## config.mk

```make
export PLATFORM = sky130hd
export DESIGN_NAME = hazard_ctrl
export DESIGN_NICKNAME = d
export VERILOG_FILES = /design/src/rtl/hazard_ctrl_pkg.sv /design/src/rtl/hazard_fwd_pick.sv /design/src/rtl/hazard_ctrl.sv
export SDC_FILE = /design/constraint.sdc
export NUM_CORES = 1
export LEC_CHECK = 0
export CORE_ASPECT_RATIO = 1.75
export CORE_MARGIN = 1.5
export CORE_UTILIZATION = 35
export CTS_CLUSTER_SIZE = 24
export DETAILED_ROUTE_END_ITERATION = 7
export SETUP_SLACK_MARGIN = 0.1
export SYNTH_ARGS = -nofsm -noshare
export SYNTH_HDL_FRONTEND = slang
export SYNTH_HIERARCHICAL = 1
export SYNTH_SLANG_ARGS = --single-unit
```

## constraint.sdc

```tcl
create_clock -name clk -period 3.6 [get_ports clk]
set_input_delay 0.72 -clock clk [delete_from_list [all_inputs] [get_ports clk]]
set_output_delay 0.72 -clock clk [all_outputs]
set_load 0.05 [all_outputs]
```

## src/rtl/hazard_ctrl_pkg.sv

```systemverilog
// hazard_ctrl_pkg: shared encodings, pipeline entry type and newest-match picker for hazard_ctrl
package hazard_ctrl_pkg;
  localparam logic [1:0] STAGE_MAX = 2'd3;
  localparam logic [1:0] FWD_GRF = 2'd0;
  localparam logic [1:0] FWD_DE = 2'd1;
  localparam logic [1:0] FWD_EM = 2'd2;
  localparam logic [1:0] FWD_MW = 2'd3;
  typedef struct packed {
    logic [4:0] waddr;
    logic [1:0] tnew;
  } ent_t;
  typedef struct packed {
    logic hit;
    logic [1:0] p;
    logic [1:0] tnew;
  } pick_t;
  // Walks oldest to newest so the newest match (lowest P) wins; only P > min_p is considered.
  function automatic pick_t pick(input logic [4:0] addr, input ent_t [2:0] ent, input logic [1:0] min_p);
    pick_t r;
    r = '0;
    for (int i = 2; i >= 0; i--)
      if (addr != 5'd0 && 2'(i + 1) > min_p && ent[i].waddr == addr)
        r = '{hit: 1'b1, p: 2'(i + 1), tnew: ent[i].tnew};
    return r;
  endfunction
  function automatic logic [1:0] dec(input logic [1:0] t);
    return t == 2'd0 ? 2'd0 : t - 2'd1;
  endfunction
endpackage

```

## src/rtl/hazard_fwd_pick.sv

```systemverilog
// hazard_fwd_pick: forwarding select for one consumer operand
//   addr_i  : register read by the consumer
//   ent_i   : DE/EM/MW entries (index 0 = DE)
//   min_p_i : consumer stage; only entries with P > min_p_i are eligible
//   fwd_o   : FWD_* select
import hazard_ctrl_pkg::*;
module hazard_fwd_pick (
  input  logic [4:0] addr_i,
  input  ent_t [2:0] ent_i,
  input  logic [1:0] min_p_i,
  output logic [1:0] fwd_o
);
  pick_t r;
  assign r = pick(addr_i, ent_i, min_p_i);
  // a newest producer that is not ready yet blocks older stale matches
  assign fwd_o = (!r.hit || r.tnew != 2'd0) ? FWD_GRF :
                 r.p == 2'd1 ? FWD_DE : r.p == 2'd2 ? FWD_EM : FWD_MW;
endmodule

```

## src/rtl/hazard_ctrl.sv

```systemverilog
// hazard_ctrl: tracks in-flight writers in DE/EM/MW, drives stall and D/E/M forwarding selects
//   clk, reset (sync, active-high)
//   d_read_addr0/1, d_read_stage0/1 : operands and use stages of the instr in D
//   d_write_addr, d_write_stage     : destination and producing stage of the instr in D
//   stall                           : hold PC and IF/ID, bubble into DE
//   fwd_d0/d1, fwd_e0/e1, fwd_m1    : operand source selects
//   stall_count                     : present only when HAZARD_PERF_EN is defined
import hazard_ctrl_pkg::*;
module hazard_ctrl (
  input  logic       clk,
  input  logic       reset,
  input  logic [4:0] d_read_addr0,
  input  logic [4:0] d_read_addr1,
  input  logic [1:0] d_read_stage0,
  input  logic [1:0] d_read_stage1,
  input  logic [4:0] d_write_addr,
  input  logic [1:0] d_write_stage,
  output logic       stall,
  output logic [1:0] fwd_d0,
  output logic [1:0] fwd_d1,
  output logic [1:0] fwd_e0,
  output logic [1:0] fwd_e1,
  output logic [1:0] fwd_m1
`ifdef HAZARD_PERF_EN
  ,
  output logic [31:0] stall_count
`endif
);
  ent_t [2:0] ent_q, ent_d;
  logic [4:0] de_r0_q, de_r1_q, em_r1_q;
  logic [4:0] de_r0_d, de_r1_d, em_r1_d;
  pick_t s0, s1;
  assign s0 = pick(d_read_addr0, ent_q, 2'd0);
  assign s1 = pick(d_read_addr1, ent_q, 2'd0);
  // only the newest writer of a register decides; older matches are already superseded
  assign stall = (d_read_stage0 != STAGE_MAX && s0.hit && s0.tnew > d_read_stage0) ||
                 (d_read_stage1 != STAGE_MAX && s1.hit && s1.tnew > d_read_stage1);
  always_comb begin
    ent_d[0] = stall ? '0 : '{waddr: d_write_addr, tnew: d_write_stage};
    ent_d[1] = '{waddr: ent_q[0].waddr, tnew: dec(ent_q[0].tnew)};
    ent_d[2] = '{waddr: ent_q[1].waddr, tnew: dec(ent_q[1].tnew)};
    de_r0_d = stall ? 5'd0 : d_read_addr0;
    de_r1_d = stall ? 5'd0 : d_read_addr1;
    em_r1_d = de_r1_q;
  end
  always_ff @(posedge clk) begin
    if (reset) begin
      ent_q <= '0;
      de_r0_q <= '0;
      de_r1_q <= '0;
      em_r1_q <= '0;
    end else begin
      ent_q <= ent_d;
      de_r0_q <= de_r0_d;
      de_r1_q <= de_r1_d;
      em_r1_q <= em_r1_d;
    end
  end
`ifdef HAZARD_PERF_EN
  logic [31:0] stall_count_q, stall_count_d;
  assign stall_count_d = stall_count_q + {31'd0, stall};
  always_ff @(posedge clk) stall_count_q <= reset ? 32'd0 : stall_count_d;
  assign stall_count = stall_count_q;
`endif
  hazard_fwd_pick u_d0 (.addr_i(d_read_addr0), .ent_i(ent_q), .min_p_i(2'd0), .fwd_o(fwd_d0));
  hazard_fwd_pick u_d1 (.addr_i(d_read_addr1), .ent_i(ent_q), .min_p_i(2'd0), .fwd_o(fwd_d1));
  hazard_fwd_pick u_e0 (.addr_i(de_r0_q), .ent_i(ent_q), .min_p_i(2'd1), .fwd_o(fwd_e0));
  hazard_fwd_pick u_e1 (.addr_i(de_r1_q), .ent_i(ent_q), .min_p_i(2'd1), .fwd_o(fwd_e1));
  hazard_fwd_pick u_m1 (.addr_i(em_r1_q), .ent_i(ent_q), .min_p_i(2'd2), .fwd_o(fwd_m1));
endmodule

```

==> results_slide.txt <==
Run Summary

Pwr
  – Peak supply drop: 189 uV
  – Power share of the combinational group: 0.304

Final layout
  – Largest cell class by area: combinational gates
  – Multi-input gates: 315
  – Non-clk bufs: 95
  – Seq/total area: 0.169
  – Non-clock buffer share: 0.201
  – Commonest Layout Cell: xnor2_1
  – Finished Core Util: 0.517

Worst setup path
  – Setup crit end: stall
  – Worst path slowest cell: or4_4
  – CP max stage delay: 0.53 ns
  – CP Cell Sequence: buf_6 -> or4_4 -> nor2_4 -> buf_4 -> nor4_2 -> nor2_1 -> o31ai_2 -> ha_1 -> a21oi_2 -> a221oi_2 -> o31a_1 -> or3b_4 -> buf_12
  – R2R setup slack: 0.58 ns
  – WP depth: 13
  – Crit path DRT: 2.88 ns
  – Critical path origin: d_read_addr1[3]
  – Reg2Reg Depth: 12
  – CP Class: input port to output port

Run
  – Log Warnings: 29

Outcome
  – Status: complete, but fails checks
  – Failing checks: negative setup slack

Routing
  – Number of DRC markers in iteration 0: 139
  – Avg WL per Cell: 17.5 um
  – Top Metal Used: met4
  – Drt via density: 5.20

Synthesis
  – Leading area contributor after synthesis: dfxtp_1
  – Xor/xnor share: 0.312
  – Synth Seq Share: 0.245
  – Max-area cell share: 0.245
  – Ys flop type: dfxtp_1
  – Simple-Gate Fraction of Synth Area: 0.294
  – Yosys cell types: 36

Place
  – Placer Congestion: 0.858
  – Dpl cell area: 3910 sq um
  – # port buffers: 33

Die
  – Initial core utilization: 0.357
  – I/O pin total: 34

Clock tree
  – Root Buffer: clkbuf_16
  – Hold Buf Count CTS: 0
  – # clock sinks: 36
  – Late-Pin Clk Latency: 0.29 ns

GRT
  – Met1 usage: 0.236
  – Grt met3 use: 0.0267

Min path
  – WHS Endpoint: em_r1_q[3]
  – Worst hold path class: register to register

Final timing
  – Slew margin rel.: 0.530
  – Hold slack final: 0.560 ns
  – Final Setup Violations: 1
  – Setup WS post-layout: -0.311 ns
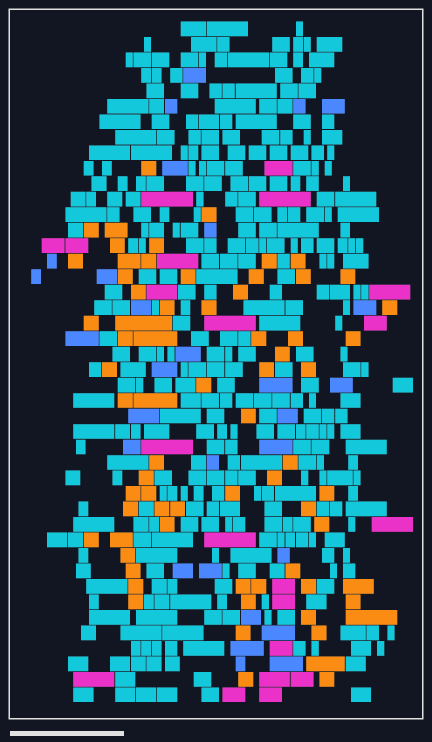
Figure 1: drive-strength map.
Bar = 20 um.
- blue: _2 cells (cells 29; share 6.3%)
- cyan: _0 and _1 cells (cells 342; share 74%)
- magenta: _6 and larger (cells 21; share 4.5%)
- orange: _3 and _4 cells (cells 70; share 15%)

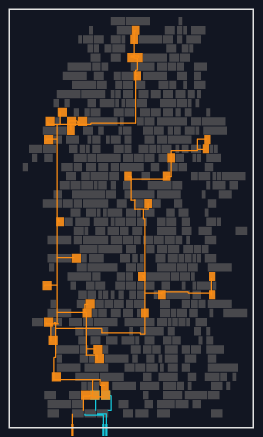
Figure 2: nets reached from selected ports.
- cyan: d_write_stage (bits 2; direction input; end cells 2; buffers 2; wire 26.6 um)
- orange: reset (bits 1; direction input; end cells 36; buffers 2; wire 387 um)

No activity file was given, so power comes from the tool's default toggle rates.
